[src/rtl/adder_pkg.sv]
// Shared definitions for the nibble-serial adder: nibble width and sequencer state encoding.
package adder_pkg;

  localparam int NIBBLE_W = 4;

  typedef enum logic [1:0] {
    IDLE = 2'd0,
    RUN  = 2'd1,
    DONE = 2'd2
  } state_t;

endpackage

[src/rtl/adder4_cin.sv]
// Combinational 4-bit ripple adder; carry3 exposes the carry into the top bit for overflow detection.
module adder4_cin
  import adder_pkg::*;
(
  output logic [NIBBLE_W-1:0] sum,
  output logic                carryout,
  output logic                carry3,
  input  logic [NIBBLE_W-1:0] a,
  input  logic [NIBBLE_W-1:0] b,
  input  logic                cin
);

  logic [NIBBLE_W:0] w_c;

  // Ripple chain: w_c[i] is the carry into bit i.
  always_comb begin
    w_c    = '0;
    sum    = '0;
    w_c[0] = cin;
    for (int i = 0; i < NIBBLE_W; i++) begin
      sum[i]   = a[i] ^ b[i] ^ w_c[i];
      w_c[i+1] = (a[i] & b[i]) | (a[i] & w_c[i]) | (b[i] & w_c[i]);
    end
    carry3   = w_c[NIBBLE_W-1];
    carryout = w_c[NIBBLE_W];
  end

endmodule

[src/rtl/nibble_serial_adder_ctrl.sv]
// Wide two's-complement adder sequenced through one shared 4-bit adder, LS nibble first.
// Optional feature macro: SUBTRACT_EN (adds a 'sub' port selecting A-B).
module nibble_serial_adder_ctrl
  import adder_pkg::*;
#(
  parameter int NIBBLES = 4
) (
  input  logic                    clk,
  input  logic                    reset,
  input  logic                    in_valid,
  output logic                    in_ready,
`ifdef SUBTRACT_EN
  input  logic                    sub,
`endif
  input  logic [NIBBLE_W*NIBBLES-1:0] a,
  input  logic [NIBBLE_W*NIBBLES-1:0] b,
  output logic                    out_valid,
  input  logic                    out_ready,
  output logic [NIBBLE_W*NIBBLES-1:0] sum,
  output logic                    carryout,
  output logic                    overflow,
  output logic                    busy
);

  localparam int W     = NIBBLE_W * NIBBLES;
  localparam int IDX_W = (NIBBLES > 2) ? $clog2(NIBBLES) : 1;
  localparam logic [IDX_W-1:0] LAST_IDX = IDX_W'(NIBBLES - 1);

  if (NIBBLES < 2) begin : g_bad_nibbles
    $error("nibble_serial_adder_ctrl: NIBBLES must be at least 2");
  end

  state_t             r_state;
  logic [W-1:0]       r_a;
  logic [W-1:0]       r_b;
  logic [W-1:0]       r_sum;
  logic [IDX_W-1:0]   r_idx;
  logic               r_carry;
  logic               r_carryout;
  logic               r_overflow;
  logic               r_in_ready;
  logic               r_out_valid;
  logic               r_busy;
`ifdef SUBTRACT_EN
  logic               r_sub;
`endif

  logic [NIBBLE_W-1:0] w_a_nib;
  logic [NIBBLE_W-1:0] w_b_nib;
  logic [NIBBLE_W-1:0] w_nib_sum;
  logic                w_nib_co;
  logic                w_nib_c3;
  logic                w_cin_init;

  // Select the active nibble pair; subtraction feeds the inverted B nibble.
  always_comb begin
    w_a_nib = r_a[int'(r_idx)*NIBBLE_W +: NIBBLE_W];
    w_b_nib = r_b[int'(r_idx)*NIBBLE_W +: NIBBLE_W];
`ifdef SUBTRACT_EN
    if (r_sub) begin
      w_b_nib = ~r_b[int'(r_idx)*NIBBLE_W +: NIBBLE_W];
    end else begin
      w_b_nib = r_b[int'(r_idx)*NIBBLE_W +: NIBBLE_W];
    end
    w_cin_init = sub;
`else
    w_cin_init = 1'b0;
`endif
  end

  adder4_cin u_adder (
    .sum      (w_nib_sum),
    .carryout (w_nib_co),
    .carry3   (w_nib_c3),
    .a        (w_a_nib),
    .b        (w_b_nib),
    .cin      (r_carry)
  );

  // Sequencer: accept in IDLE, one nibble per cycle in RUN, hold the result in DONE.
  always_ff @(posedge clk) begin
    if (reset) begin
      r_state     <= IDLE;
      r_a         <= '0;
      r_b         <= '0;
      r_sum       <= '0;
      r_idx       <= '0;
      r_carry     <= 1'b0;
      r_carryout  <= 1'b0;
      r_overflow  <= 1'b0;
      r_in_ready  <= 1'b1;
      r_out_valid <= 1'b0;
      r_busy      <= 1'b0;
`ifdef SUBTRACT_EN
      r_sub       <= 1'b0;
`endif
    end else begin
      case (r_state)
        IDLE: begin
          if (in_valid) begin
            r_a        <= a;
            r_b        <= b;
            r_carry    <= w_cin_init;
            r_idx      <= '0;
            r_state    <= RUN;
            r_in_ready <= 1'b0;
            r_busy     <= 1'b1;
`ifdef SUBTRACT_EN
            r_sub      <= sub;
`endif
          end
        end
        RUN: begin
          r_sum[int'(r_idx)*NIBBLE_W +: NIBBLE_W] <= w_nib_sum;
          r_carry <= w_nib_co;
          r_idx   <= r_idx + IDX_W'(1);
          // Only the top nibble decides carry-out and signed overflow.
          if (r_idx == LAST_IDX) begin
            r_carryout  <= w_nib_co;
            r_overflow  <= w_nib_c3 ^ w_nib_co;
            r_idx       <= '0;
            r_state     <= DONE;
            r_out_valid <= 1'b1;
          end
        end
        DONE: begin
          if (out_ready) begin
            r_state     <= IDLE;
            r_out_valid <= 1'b0;
            r_busy      <= 1'b0;
            r_in_ready  <= 1'b1;
          end
        end
        default: begin
          r_state     <= IDLE;
          r_idx       <= '0;
          r_in_ready  <= 1'b1;
          r_out_valid <= 1'b0;
          r_busy      <= 1'b0;
        end
      endcase
    end
  end

  assign in_ready  = r_in_ready;
  assign out_valid = r_out_valid;
  assign busy      = r_busy;
  assign sum       = r_sum;
  assign carryout  = r_carryout;
  assign overflow  = r_overflow;

endmodule

[config.mk]
export PLATFORM = sky130hd
export DESIGN_NAME = nibble_serial_adder_ctrl
export DESIGN_NICKNAME = d
export VERILOG_FILES = /design/src/rtl/adder_pkg.sv /design/src/rtl/adder4_cin.sv /design/src/rtl/nibble_serial_adder_ctrl.sv
export SDC_FILE = /design/constraint.sdc
export NUM_CORES = 1
export LEC_CHECK = 0
export ABC_AREA = 1
export CAP_MARGIN = 25
export CORE_MARGIN = 2
export CORE_UTILIZATION = 35
export CTS_CLUSTER_DIAMETER = 200
export CTS_CLUSTER_SIZE = 8
export DETAILED_ROUTE_END_ITERATION = 10
export PLACE_DENSITY = 0.69
export SLEW_MARGIN = 20
export SYNTH_ARGS = -nofsm -noshare
export SYNTH_HDL_FRONTEND = slang
export SYNTH_SLANG_ARGS = --single-unit
[constraint.sdc]
create_clock -name clk -period 8.98 [get_ports clk]
set_input_delay 1.347 -clock clk [delete_from_list [all_inputs] [get_ports clk]]
set_output_delay 1.347 -clock clk [all_outputs]
set_load 0.005 [all_outputs]
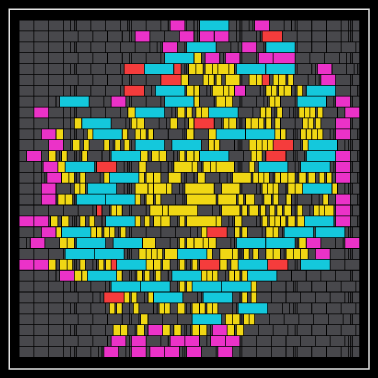
Fig. 1. Cell classes on the final placement (run 1).
Drawn at 4 px/µm. Fill, decap, tap and diode cells in gray.
[yellow] all other logic | cells: 277 | share of their area: 41%
[magenta] other buffers and delay cells | cells: 58 | share of their area: 18%
[red] clock drivers and dummy loads | cells: 16 | share of their area: 5.6%
[cyan] flip-flops | cells: 58 | share of their area: 36%

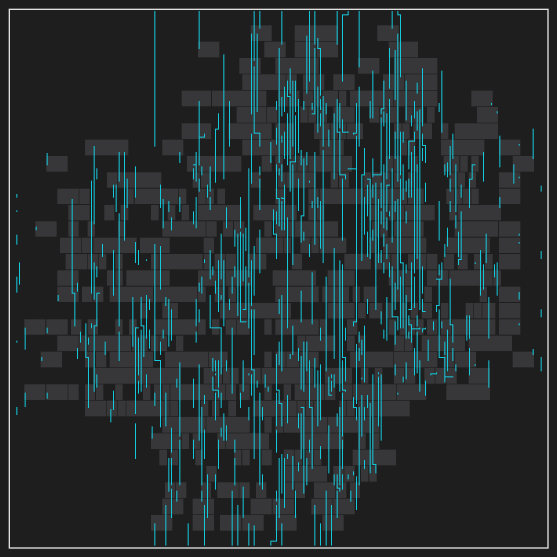
Fig. 2. Met2 routing (run 1).
Drawn at 6 px/µm.
nets with wire on the layer: 334
longest straight run: 33.3 µm
main direction: vertical
wire length on this layer: 2,640 µm

==> results_slide.txt, run 1 <==
Key Metrics from the Run

Clocking
  • Reg clk slew, reported paths: 0.06 ns
  • CTS tree: done
  • Hold Buf Count CTS: 0
  • Clock sinks: slightly below 60
  • CTS H-tree lvls: 3
  • CTS Buf Count: 9
  • Root Driver: clkbuf_8
  • Max Buffers Root-to-Sink: 2
  • Post CTS Setup Buffer Count: 0
  • Gates resized, CTS repair: 0

Route
  • DRT Pass-1 Iters: 4
  • DR vias/cell: roughly 4.6
  • Routed WL: 5710 µm
  • WL/cell: about 11 µm
  • DRC Markers: 0
  • Initial DRC count: 104
  • Antenna-violating nets left: 0

GRT
  • Gr usage total: 0.159
  • Initial antenna violation count: 0
  • Congestion Overflow GR: 0
  • First-pass GRT wire length: 9580 µm
  • Vias in the first global route: about 2.2k

STA
  • Fin Setup TNS: 0 ns
  • Clock skew: 0.00644 ns
  • RSZ-0062 raised after global routing: no
  • Min Hold Slack: around 0.47 ns
  • Setup WS post-layout: between 5 and 6 ns
  • Rel. slew slack: 0.455
  • Fmax achieved: around 270 MHz
  • Final Hold Vio Count: 0
  • Worst-Margin Slew: just over 0.8 ns
  • Max Slew Vio Count: 0
  • Final worst-path cycle share: 0.408
  • Fin crit period: ~3.7 ns

Die
  • Total core area: ~7200 µm²
  • # IOs: about 57
  • Die Area: between 8000 and 9000 µm²
  • Floorplan Utilization: 0.357
  • Die H: roughly 90 µm
  • Die width: roughly 90 µm
  • Rows: 31

Synthesis
  • Cell taking the most area after synthesis: dfxtp_1
  • Post-Syn Nets: 397
  • Most frequent cell after synthesis: nor2_1
  • Top cells by count: nor2_1 (103), dfxtp_1 (58), o21ai_0 (52)
  • Sequential-to-total area share from yosys stat: 0.453
  • Yosys Chip Area: approximately 2600 µm²
  • Unique cell types: 21
  • Cell area leaders: dfxtp_1 (45%), nor2_1 (15%), o21ai_0 (10%)
  • Ys flop type: dfxtp_1
  • Synthesized area: approximately 2600 µm²
  • Synth Register Bits: 58
  • Async S/R FF share, synth: 0
  • Syn Inst Count: between 300 and 400
  • Syn. warnings: 0
  • Post-synth EDFFs: 0
  • Synthesized area per cell: 7.30 µm²
  • Yosys stat cell total: between 300 and 400

Placement
  • Placed Area: 3180 µm²
  • HPWL after DPL: approximately 4100 µm
  • Pre-CTS WS: 5.38 ns
  • Routability Congestion: roughly 0.85
  • Number of I/O port buffers: between 50 and 60

Power
  • LEAKAGE: about 1.4 nW
  • Sw Share: 0.268
  • P_sw: between 0.15 and 0.2 mW
  • Int Pwr: between 0.4 and 0.5 mW
  • Design Power: ~0.61 mW
  • Sequential power share: 0.472
  • Cell Pwr Density: between 150 and 200 nW/µm²
  • Peak supply drop: approximately 64 µV
  • Comb pwr share: 0.164

Cells and area
  • Layout Cells excl Fill: 508
  • Core Util, Final: 0.471
  • Filler cells: 711
  • MI comb area: roughly 1200 µm²
  • Share of cells above drive strength 1: 0.0562
  • Sequential standard cell area: about 1200 µm²
  • Final net count: roughly 450
  • P&R area growth vs syn: 31.9%
  • Antenna cells: 0
  • Final instance area: 3380 µm²

Setup path
  • CP Class: reg -> reg
  • CP endpoint kind: register
  • Crit path DAT: approximately 4 ns
  • CP Data Required Time: between 9 and 10 ns
  • Peak fanout along the critical path: 27
  • CP Launch Type: register

Outcome
  • Status: finished, final reports clean

Min path
  • Worst Hold Class: reg -> reg

Flow run
  • Number of max-cap violations: 0
  • Tool warnings: 31
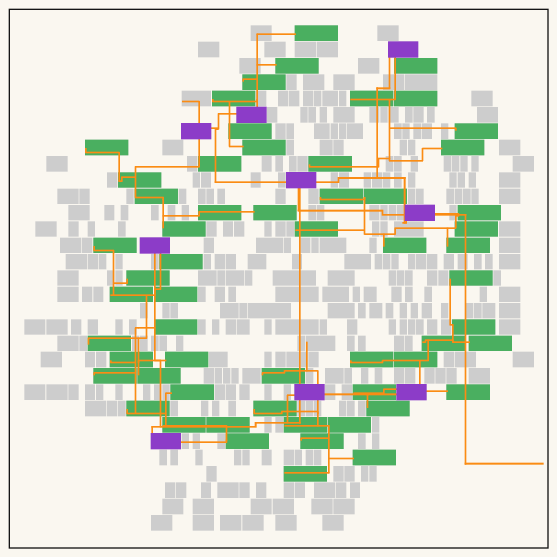
Fig. 3. Clock distribution (run 1).
Drawn at 6 px/µm.
[orange] clock wires | length: 788 µm
[green] flip-flops | count: 58
[purple] cells driving clock nets | count: 9
routed clock nets: 10
flops lie: widely spread
clk ins delay skew pair: 0.34 ns
Clk network pwr share: 0.364
P_clk: 0.220 mW

-- run 1: area by class of cell --
cell class                 instances  area share
sequential                        58       0.344
timing repair buffer              58       0.173
inverter                          26      0.0289
clock buffer                      14      0.0511
clock inverter                     2     0.00296
multi-input combinational        251       0.364
tap                               99      0.0367
-- run 1: cells in the final DEF, fill, tap and decap left out --
cell,count
nor2_1,103
dfxtp_1,58
clkdlybuf4s50_1,56
o21ai_0,52
nand2_1,36
inv_1,23
a21oi_1,21
clkbuf_8,12
nand3_1,9
o22a_1,6
ha_1,6
o21ai_1,4
fa_1,4
inv_2,3
nor2_2,3
o22ai_1,2
clkbuf_1,2
clkinv_2,2
nand3_2,1
or2_0,1
xnor2_1,1
o21bai_1,1
nand3b_1,1
buf_8,1
buf_4,1
-- run 1: power by group through the flow --
stage | Combinational, mW | Clock [mW] | Sequential, mW
2_1_floorplan | 0.0655 | 0 | 0.287
3_3_place_gp | 0.0975 | 0 | 0.291
3_5_place_dp | 0.0990 | 0 | 0.291
4_1_cts | 0.0993 | 0.225 | 0.286
5_1_grt | 0.113 | 0.237 | 0.288
6_report | 0.0991 | 0.220 | 0.286
-- run 1: per-layer routing --
layer	wire length [µm]	vias up	global-route usage
li1	-	1234	-
met1	2670	1013	0.189
met2	2640	56	0.251
met3	283	11	0.0517
met4	119	0	0.0896
met5	0	-	0
-- run 1: sequential cells by signal, summed over array words and instances (netlist names) --
register,count
r_carry,1
sum,16
overflow,1
r_a,16
carryout,1
r_b,16
r_idx,2
busy,1
out_valid,1
in_ready,1
r_state,2
-- run 1: final timing paths --
kind         depth (start not counted)  slack (ns)     start      end
max                                 13        5.32  r_idx[0]   sum[7]
min                                  2        0.47   sum[12]  sum[12]
max reg2reg                         13        5.32  r_idx[0]   sum[7]
min reg2reg                          2        0.47   sum[12]  sum[12]
-- run 1: critical path, stage by stage (launching register included) --
cell and delay (ns):
dfxtp_1 0.85, inv_1 0.49, o21ai_0 0.28, o22ai_1 0.12
fa_1 0.39, inv_1 0.08, fa_1 0.17, fa_1 0.23
fa_1 0.45, nor2_1 0.15, nand2_1 0.09, nor2_1 0.14
nor2_1 0.06, nor2_1 0.09
-- run 1: cell families after synthesis --
logic type,after synthesis,synth area share
flops,58,0.453
xor+xnor,1,0.00342
fa+ha+maj,10,0.0606
buf+inv,42,0.0659
compound gates,86,0.179
simple gates,154,0.238
==> run 2, diff against run 1 <==
--- a/config.mk
+++ b/config.mk
@@ -12,7 +12,7 @@
 export CTS_CLUSTER_DIAMETER = 200
 export CTS_CLUSTER_SIZE = 8
 export DETAILED_ROUTE_END_ITERATION = 10
-export PLACE_DENSITY = 0.69
+export PLACE_DENSITY = 0.71
 export SLEW_MARGIN = 20
 export SYNTH_ARGS = -nofsm -noshare
 export SYNTH_HDL_FRONTEND = slang
==> constraint.sdc (replaced) <==
create_clock -name clk -period 3.1 [get_ports clk]
set_input_delay 0.465 -clock clk [delete_from_list [all_inputs] [get_ports clk]]
set_output_delay 0.465 -clock clk [all_outputs]
set_load 0.005 [all_outputs]
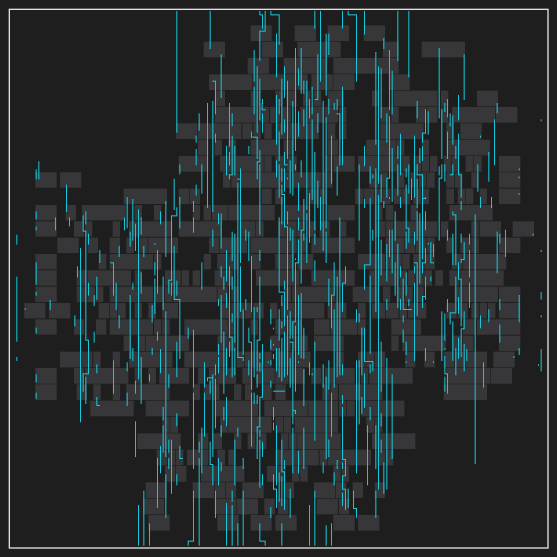
Fig. 4. Met2 routing (run 2).
Drawn at 6 px/µm.
wire length on this layer: 2,770 µm
main direction: vertical
share of all routed wire: 47%

==> run 2 against run 1 <==
Clock-buffer cell count is 1 lower. Core utilization is 0.61 points higher. Register-to-register slack worse by 5.1 ns. Global-route usage is 0.096 points higher. Synthesized cell count stayed put. Die area stayed put. First-iteration DRC count is 18% lower. Maximum frequency is 29% higher. Clock power went up to 2.7 times the previous value. Largest power group unchanged.
==> results_slide.txt, run 2 <==
Key Metrics from the Run

GRT
  • Vias in the first global route: between 2k and 2.5k
  • Congestion Overflow GR: 0
  • M3 GR Usage: 0.0406
  • Met2 Usage GRT: 0.255
  • Initial antenna violation count: 0
  • First-pass GRT wire length: around 10000 µm
  • M1 GR Usage: 0.198
  • Gr usage total: 0.160
  • GRT Max-Usage Layer: met2

Flow run
  • Tool warnings: 31
  • Number of max-cap violations: 0

Power
  • Design Power: between 1.5 and 2 mW
  • Cell Pwr Density: about 500 nW/µm²
  • LEAKAGE: about 1.4 nW
  • Peak supply drop: between 150 and 200 µV

Synthesis
  • Ys flop type: dfxtp_1
  • Unique cell types: 21
  • Post-Syn Nets: roughly 400
  • Cell area leaders: dfxtp_1 (45%), nor2_1 (15%), o21ai_0 (10%)
  • Yosys stat cell total: about 350
  • Syn. warnings: 0
  • Post-synth EDFFs: 0
  • Synthesized area: around 2600 µm²
  • Yosys Chip Area: 2560 µm²
  • Top cells by count: nor2_1 (103), dfxtp_1 (58), o21ai_0 (52)
  • Async S/R FF share, synth: 0
  • Syn Inst Count: between 300 and 400
  • Most frequent cell after synthesis: nor2_1
  • Cell taking the most area after synthesis: dfxtp_1
  • Synth Register Bits: 58

Cells and area
  • Core Util, Final: 0.477
  • P&R area growth vs syn: 33.7%
  • Antenna cells: 0
  • Commonest Layout Cell: nor2_1
  • Most numerous logic cells after layout: nor2_1 (103), dfxtp_1 (56), clkdlybuf4s50_1 (56), o21ai_0 (52), nand2_1 (36)
  • Final net count: between 400 and 500
  • Layout Cells excl Fill: just over 500
  • MI comb area: 1230 µm²
  • Share of cells above drive strength 1: 0.0837
  • Sequential standard cell area: around 1200 µm²
  • Filler cells: slightly above 700

Die
  • Floorplan Utilization: 0.357
  • Rows: 31
  • # IOs: 57
  • Die H: between 80 and 90 µm
  • Total core area: just over 7000 µm²
  • Die width: 89.5 µm
  • Die Area: around 8000 µm²

STA
  • Fin Setup TNS: 0 ns
  • Fmax achieved: roughly 350 MHz
  • Worst-Margin Slew: 0.507 ns
  • Fin crit period: approximately 2.8 ns
  • Final Hold Vio Count: 0
  • Clock skew: between 0.008 and 0.009 ns
  • Rel. slew slack: 0.661
  • RSZ-0062 raised after global routing: no
  • Max Slew Vio Count: 0

Route
  • DRC Markers: 0
  • DR vias/cell: approximately 4.6
  • Initial DRC count: between 80 and 90
  • Antenna-violating nets left: 0
  • DRT Pass-1 Iters: 5
  • Routed WL: 5840 µm
  • WL/cell: 11.3 µm

Min path
  • Hold path endpoint: carryout
  • Min-Delay Startpoint: carryout
  • Worst hold path cell count: 2

Placement
  • Routability Congestion: 0.906
  • Placed Area: between 3000 and 4000 µm²
  • HPWL after DPL: 4430 µm
  • Number of I/O port buffers: ~56

Clocking
  • Reg clk slew, reported paths: 0.06 ns
  • Clock sinks: around 58
  • Clk ins delay skew pair: 0.33 ns
  • CTS H-tree lvls: 3
  • Post CTS Setup Buffer Count: 0
  • CTS Buf Count: 9
  • Max Buffers Root-to-Sink: 2
  • Gates resized, CTS repair: 0
  • CTS tree: done
  • Hold Buf Count CTS: 0

Setup path
  • Reg2Reg Setup Slack: between 0.2 and 0.3 ns
  • Peak fanout along the critical path: 6
  • Crit path DAT: roughly 3.1 ns
  • Reg2Reg Depth: 13
  • CP Data Required Time: ~3.4 ns
  • Worst r2r src: r_idx[0]
  • Delay of the slowest cell on the worst path: approximately 0.47 ns
  • Critical path's slowest cell: fa_1
  • CP Class: reg -> reg
  • CP Launch Type: register

Outcome
  • Status: finished, final reports clean
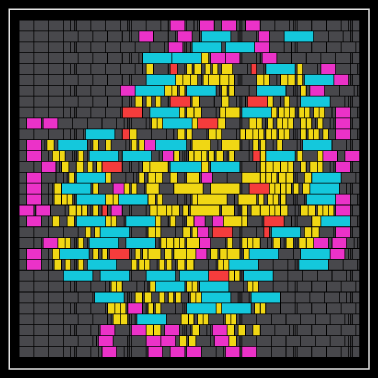
Fig. 5. Cell classes on the final placement (run 2).
Drawn at 4 px/µm. Fill, decap, tap and diode cells in gray.
[magenta] other buffers and delay cells | cells: 67 | share of their area: 19%
[cyan] flip-flops | cells: 58 | share of their area: 35%
[red] clock drivers and dummy loads | cells: 16 | share of their area: 5.0%
[yellow] all other logic | cells: 277 | share of their area: 40%

-- run 2: final cells by class --
cell class | count | area share
sequential | 58 | 0.340
clock inverter | 3 | 0.00439
inverter | 26 | 0.0285
multi-input combinational | 251 | 0.360
timing repair buffer | 67 | 0.188
tap | 99 | 0.0362
clock buffer | 13 | 0.0435
-- run 2: stage by stage --
| stage | hold WS, ns | setup slack, ns |
|---|---|---|
| finish | 0.469 | 0.251 |
| global route | 0.481 | 0.0116 |
| CTS | 0.471 | 0.133 |
| detailed placement | 0.461 | 0.156 |
| global placement | 0.453 | 0.270 |
| floorplan | 0.449 | 0.157 |
-- run 2: worst max-delay path by stage --
stage / start / to / cells after the start
2_1_floorplan: r_idx[0] / sum[15] / 13
3_3_place_gp: r_idx[1] / sum[15] / 13
3_5_place_dp: r_idx[0] / sum[7] / 13
4_1_cts: r_idx[0] / sum[7] / 13
5_1_grt: r_idx[0] / sum[15] / 13
6_report: r_idx[0] / sum[7] / 13
-- run 2: kinds of logic (layout without fill, tap and decap cells) --
kind of cell | after synthesis | after routing | share of synthesized area
adder cells (fa/ha/maj) | 10 | 10 | 0.0606
buffers and inverters | 42 | 109 | 0.0659
XOR/XNOR | 1 | 1 | 0.00342
AND-OR/OR-AND | 86 | 86 | 0.179
flip-flops | 58 | 58 | 0.453
AND/OR/NAND/NOR | 154 | 154 | 0.238
-- run 2: where the power goes --
group          internal, mW  total, mW  switching (mW)
registers             0.794      0.825          0.0305
logic                 0.144      0.301           0.157
clock network         0.308      0.584           0.275
-- run 2: critical path, delay by kind of cell (launching register included) --
| family | cells | cell delay (ns) |
|---|---|---|
| adder cells (fa/ha/maj) | 4 | 1.48 |
| flip-flops | 1 | 0.38 |
| buffers and inverters | 2 | 0.20 |
| AND/OR/NAND/NOR | 5 | 0.46 |
| AND-OR/OR-AND | 2 | 0.29 |
-- run 2: per-layer routing --
layer / vias to the layer above / part of all wire
li1: 1260 / -
met4: 0 / 0.016
met2: 74 / 0.47
met1: 1044 / 0.46
met5: - / 0
met3: 11 / 0.049
==> run 3, diff against run 2 <==
--- a/config.mk
+++ b/config.mk
@@ -10,8 +10,9 @@
 export CORE_MARGIN = 2
 export CORE_UTILIZATION = 35
 export CTS_CLUSTER_DIAMETER = 200
-export CTS_CLUSTER_SIZE = 8
+export CTS_CLUSTER_SIZE = 16
 export DETAILED_ROUTE_END_ITERATION = 10
+export MAX_ROUTING_LAYER = met4
 export PLACE_DENSITY = 0.71
 export SLEW_MARGIN = 20
 export SYNTH_ARGS = -nofsm -noshare
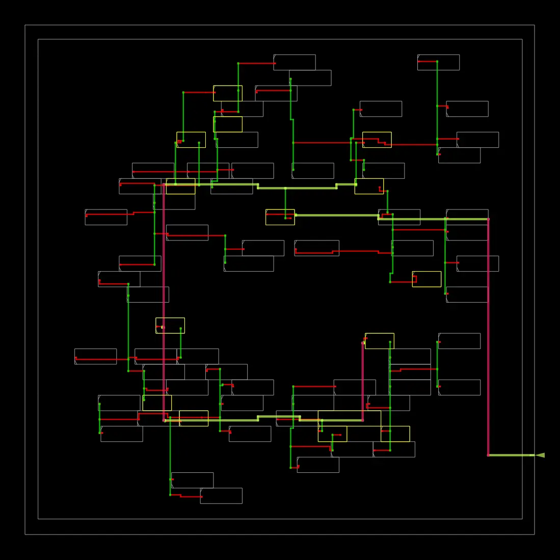
Fig. 6. Clock wiring as the flow saved it (run 3).
P_clk: 0.756 mW
num sequential: 58

==> run 3 against run 2 <==
Sequential cell count is the same. Maximum frequency grew 0.71%. Register-to-register slack gained 0.02 ns. Critical endpoint unchanged. Largest cell class unchanged. Highest routed layer unchanged.
==> results_slide.txt, run 3 <==
Key Metrics from the Run

Die
  • Die Area: 8020 µm²
  • Die H: roughly 90 µm
  • # IOs: roughly 57
  • Die width: between 80 and 90 µm
  • Rows: 31
  • Floorplan Utilization: 0.357
  • Total core area: 7180 µm²

Outcome
  • Status: finished, final reports clean

Synthesis
  • Top cells by count: nor2_1 (103), dfxtp_1 (58), o21ai_0 (52)
  • Yosys stat cell total: approximately 350
  • Sequential-to-total area share from yosys stat: 0.453
  • Async S/R FF share, synth: 0
  • Cell area leaders: dfxtp_1 (45%), nor2_1 (15%), o21ai_0 (10%)
  • Area leader share: 0.453
  • Post-synth EDFFs: 0
  • Synth Register Bits: 58
  • Post-Syn Nets: 397
  • Syn. warnings: 0
  • Most frequent cell after synthesis: nor2_1
  • Synthesized area per cell: between 7 and 8 µm²
  • Synthesized area: 2560 µm²
  • Yosys Chip Area: between 2000 and 3000 µm²
  • Cell taking the most area after synthesis: dfxtp_1
  • Ys flop type: dfxtp_1
  • Unique cell types: 21
  • Syn Inst Count: 351

Placement
  • Routability Congestion: ~0.86
  • HPWL after DPL: ~4400 µm
  • Placed Instances: around 500
  • Number of I/O port buffers: between 50 and 60

Power
  • Cell Pwr Density: 540 nW/µm²
  • LEAKAGE: 1.42 nW
  • Peak supply drop: between 200 and 250 µV

Cells and area
  • Layout Cells excl Fill: approximately 500
  • Share of cells above drive strength 1: 0.0865
  • Antenna cells: 0
  • Final net count: about 460
  • Filler cells: ~740
  • Most numerous logic cells after layout: nor2_1 (103), dfxtp_1 (56), clkdlybuf4s50_1 (56), o21ai_0 (52), nand2_1 (36)
  • P&R area growth vs syn: 35.9%
  • Commonest Layout Cell: nor2_1

STA
  • RSZ-0062 raised after global routing: no
  • Rel. slew slack: 0.661
  • Final Hold Vio Count: 0
  • Worst-Margin Slew: a little over 0.5 ns
  • # setup viols final: 0
  • Clock skew: about 0.0087 ns
  • Max Slew Vio Count: 0
  • Fmax achieved: 353 MHz
  • Fin Setup TNS: 0 ns
  • Final worst-path cycle share: 0.913
  • Fin crit period: about 2.8 ns

Clocking
  • Clk ins delay skew pair: between 0.3 and 0.4 ns
  • CTS Buf Count: 9
  • CTS tree: done
  • Post CTS Setup Buffer Count: 0
  • Root Driver: clkbuf_8
  • Clock sinks: 58
  • Max Buffers Root-to-Sink: 2
  • Hold Buf Count CTS: 0
  • Reg clk slew, reported paths: approximately 0.06 ns
  • CTS H-tree lvls: 3
  • Gates resized, CTS repair: 0

Setup path
  • CP Class: reg -> reg
  • Worst r2r src: r_idx[1]
  • CP endpoint kind: register
  • CP Data Required Time: 3.38 ns
  • Reg2Reg Setup Slack: 0.27 ns
  • Reg2Reg Depth: 13
  • Worst R2R End: sum[7]
  • Crit path DAT: roughly 3.1 ns
  • CP Launch Type: register
  • Peak fanout along the critical path: 10

Route
  • WL/cell: approximately 11 µm
  • Antenna-violating nets left: 0
  • DRT Pass-1 Iters: 5
  • Initial DRC count: between 90 and 100
  • DR vias/cell: ~4.6
  • DRC Markers: 0
  • Via count: roughly 2.4k

GRT
  • Vias in the first global route: approximately 2.3k
  • First-pass GRT wire length: 9580 µm
  • Congestion Overflow GR: 0
  • Largest net degree at the start of global routing: 33
  • Initial antenna violation count: 0
  • Gr usage total: 0.162

Min path
  • Worst Hold Class: reg -> reg
  • Worst hold path cell count: 2
  • Min-Delay Startpoint: in_ready
  • Hold path endpoint: in_ready

Flow run
  • Number of max-cap violations: 0
  • Tool warnings: 31
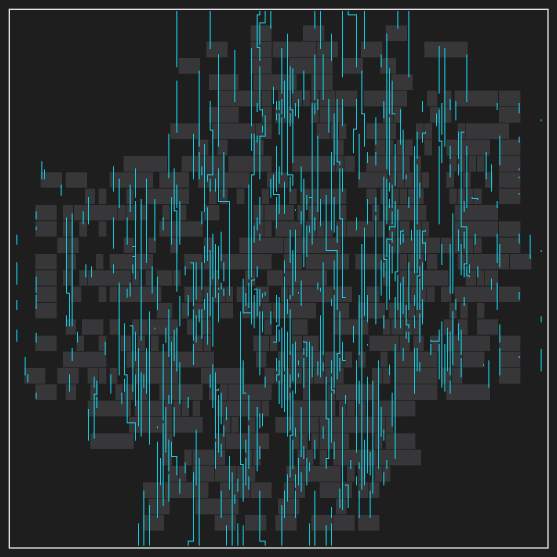
Fig. 7. Met2 routing (run 3).
Drawn at 6 px/µm.
main direction: vertical
longest straight run: 40.8 µm
Routed WL: 5810 µm
met2 Usage GRT: 0.261

==> run 3: cell counts after synthesis <==
No cell type changed its count.
==> run 3: power breakdown <==
part / switching [mW] / total [mW] / internal [mW]
Clock: 0.279 / 0.756 / 0.477
Combinational: 0.155 / 0.298 / 0.143
Sequential: 0.0325 / 0.826 / 0.794
Total: 0.467 / 1.88 / 1.41
==> run 3: area by class of cell <==
cell class              count  area [µm²]  area share
clock inverters             1        30.0     0.00863
flip-flops and latches     58        1170       0.335
inverters                  26         100      0.0288
repair buffers             66         636       0.183
multi-input cells         251        1230       0.354
clock buffers              14         193      0.0554
well taps                  99         124      0.0356
==> run 3: metrics by stage <==
step | power (mW) | hold slack, ns | setup WS, ns | util | area (µm²)
finish | 1.88 | 0.464 | 0.271 | 0.485 | 3480
global route | 1.99 | 0.481 | 0.0101 | 0.485 | 3480
CTS | 1.90 | 0.469 | 0.111 | 0.484 | 3470
detailed placement | 1.14 | 0.459 | 0.124 | 0.453 | 3250
global placement | 1.14 | 0.453 | 0.180 | 0.453 | 3250
floorplan | 1.02 | 0.449 | 0.157 | - | 2560
==> run 3: worst max-delay path, cell delays in order, from the launching register on <==
cell,delay [ns]
dfxtp_2,0.38
inv_2,0.12
o21ai_0,0.10
o22ai_1,0.20
fa_1,0.20
inv_1,0.05
fa_1,0.38
fa_1,0.43
fa_1,0.47
nor2_1,0.14
nand2_1,0.09
nor2_1,0.11
nor2_1,0.05
nor2_1,0.07
==> run 3: per-layer routing <==
| metal | share of wire | track usage | vias to the layer above |
|---|---|---|---|
| met5 | 0 | - | - |
| met4 | 0.017 | 0.0909 | 0 |
| met3 | 0.045 | 0.0351 | 7 |
| met2 | 0.47 | 0.261 | 49 |
| met1 | 0.46 | 0.186 | 1067 |
| li1 | - | - | 1254 |
==> run 3: cell families (layout without fill, tap and decap cells) <==
| family | Yosys count | in the layout | synth area share |
|---|---|---|---|
| xor gates and xnor gates | 1 | 1 | 0.00342 |
| buffers and inverters | 42 | 107 | 0.0659 |
| and+or+nand+nor | 154 | 154 | 0.238 |
| DFF | 58 | 58 | 0.453 |
| AOI/OAI and AO/OA | 86 | 86 | 0.179 |
| adders and majority gates | 10 | 10 | 0.0606 |
==> run 3: worst max-delay path by stage <==
stage | startpoint | end | cells after the start
floorplan | r_idx[0] | sum[15] | 13
global placement | r_idx[0] | sum[15] | 13
detailed placement | r_idx[0] | sum[15] | 13
CTS | r_idx[0] | sum[15] | 13
global route | r_idx[1] | sum[15] | 13
finish | r_idx[1] | sum[7] | 13
Power figures rest on the tool's default switching activity, not on a simulated workload.
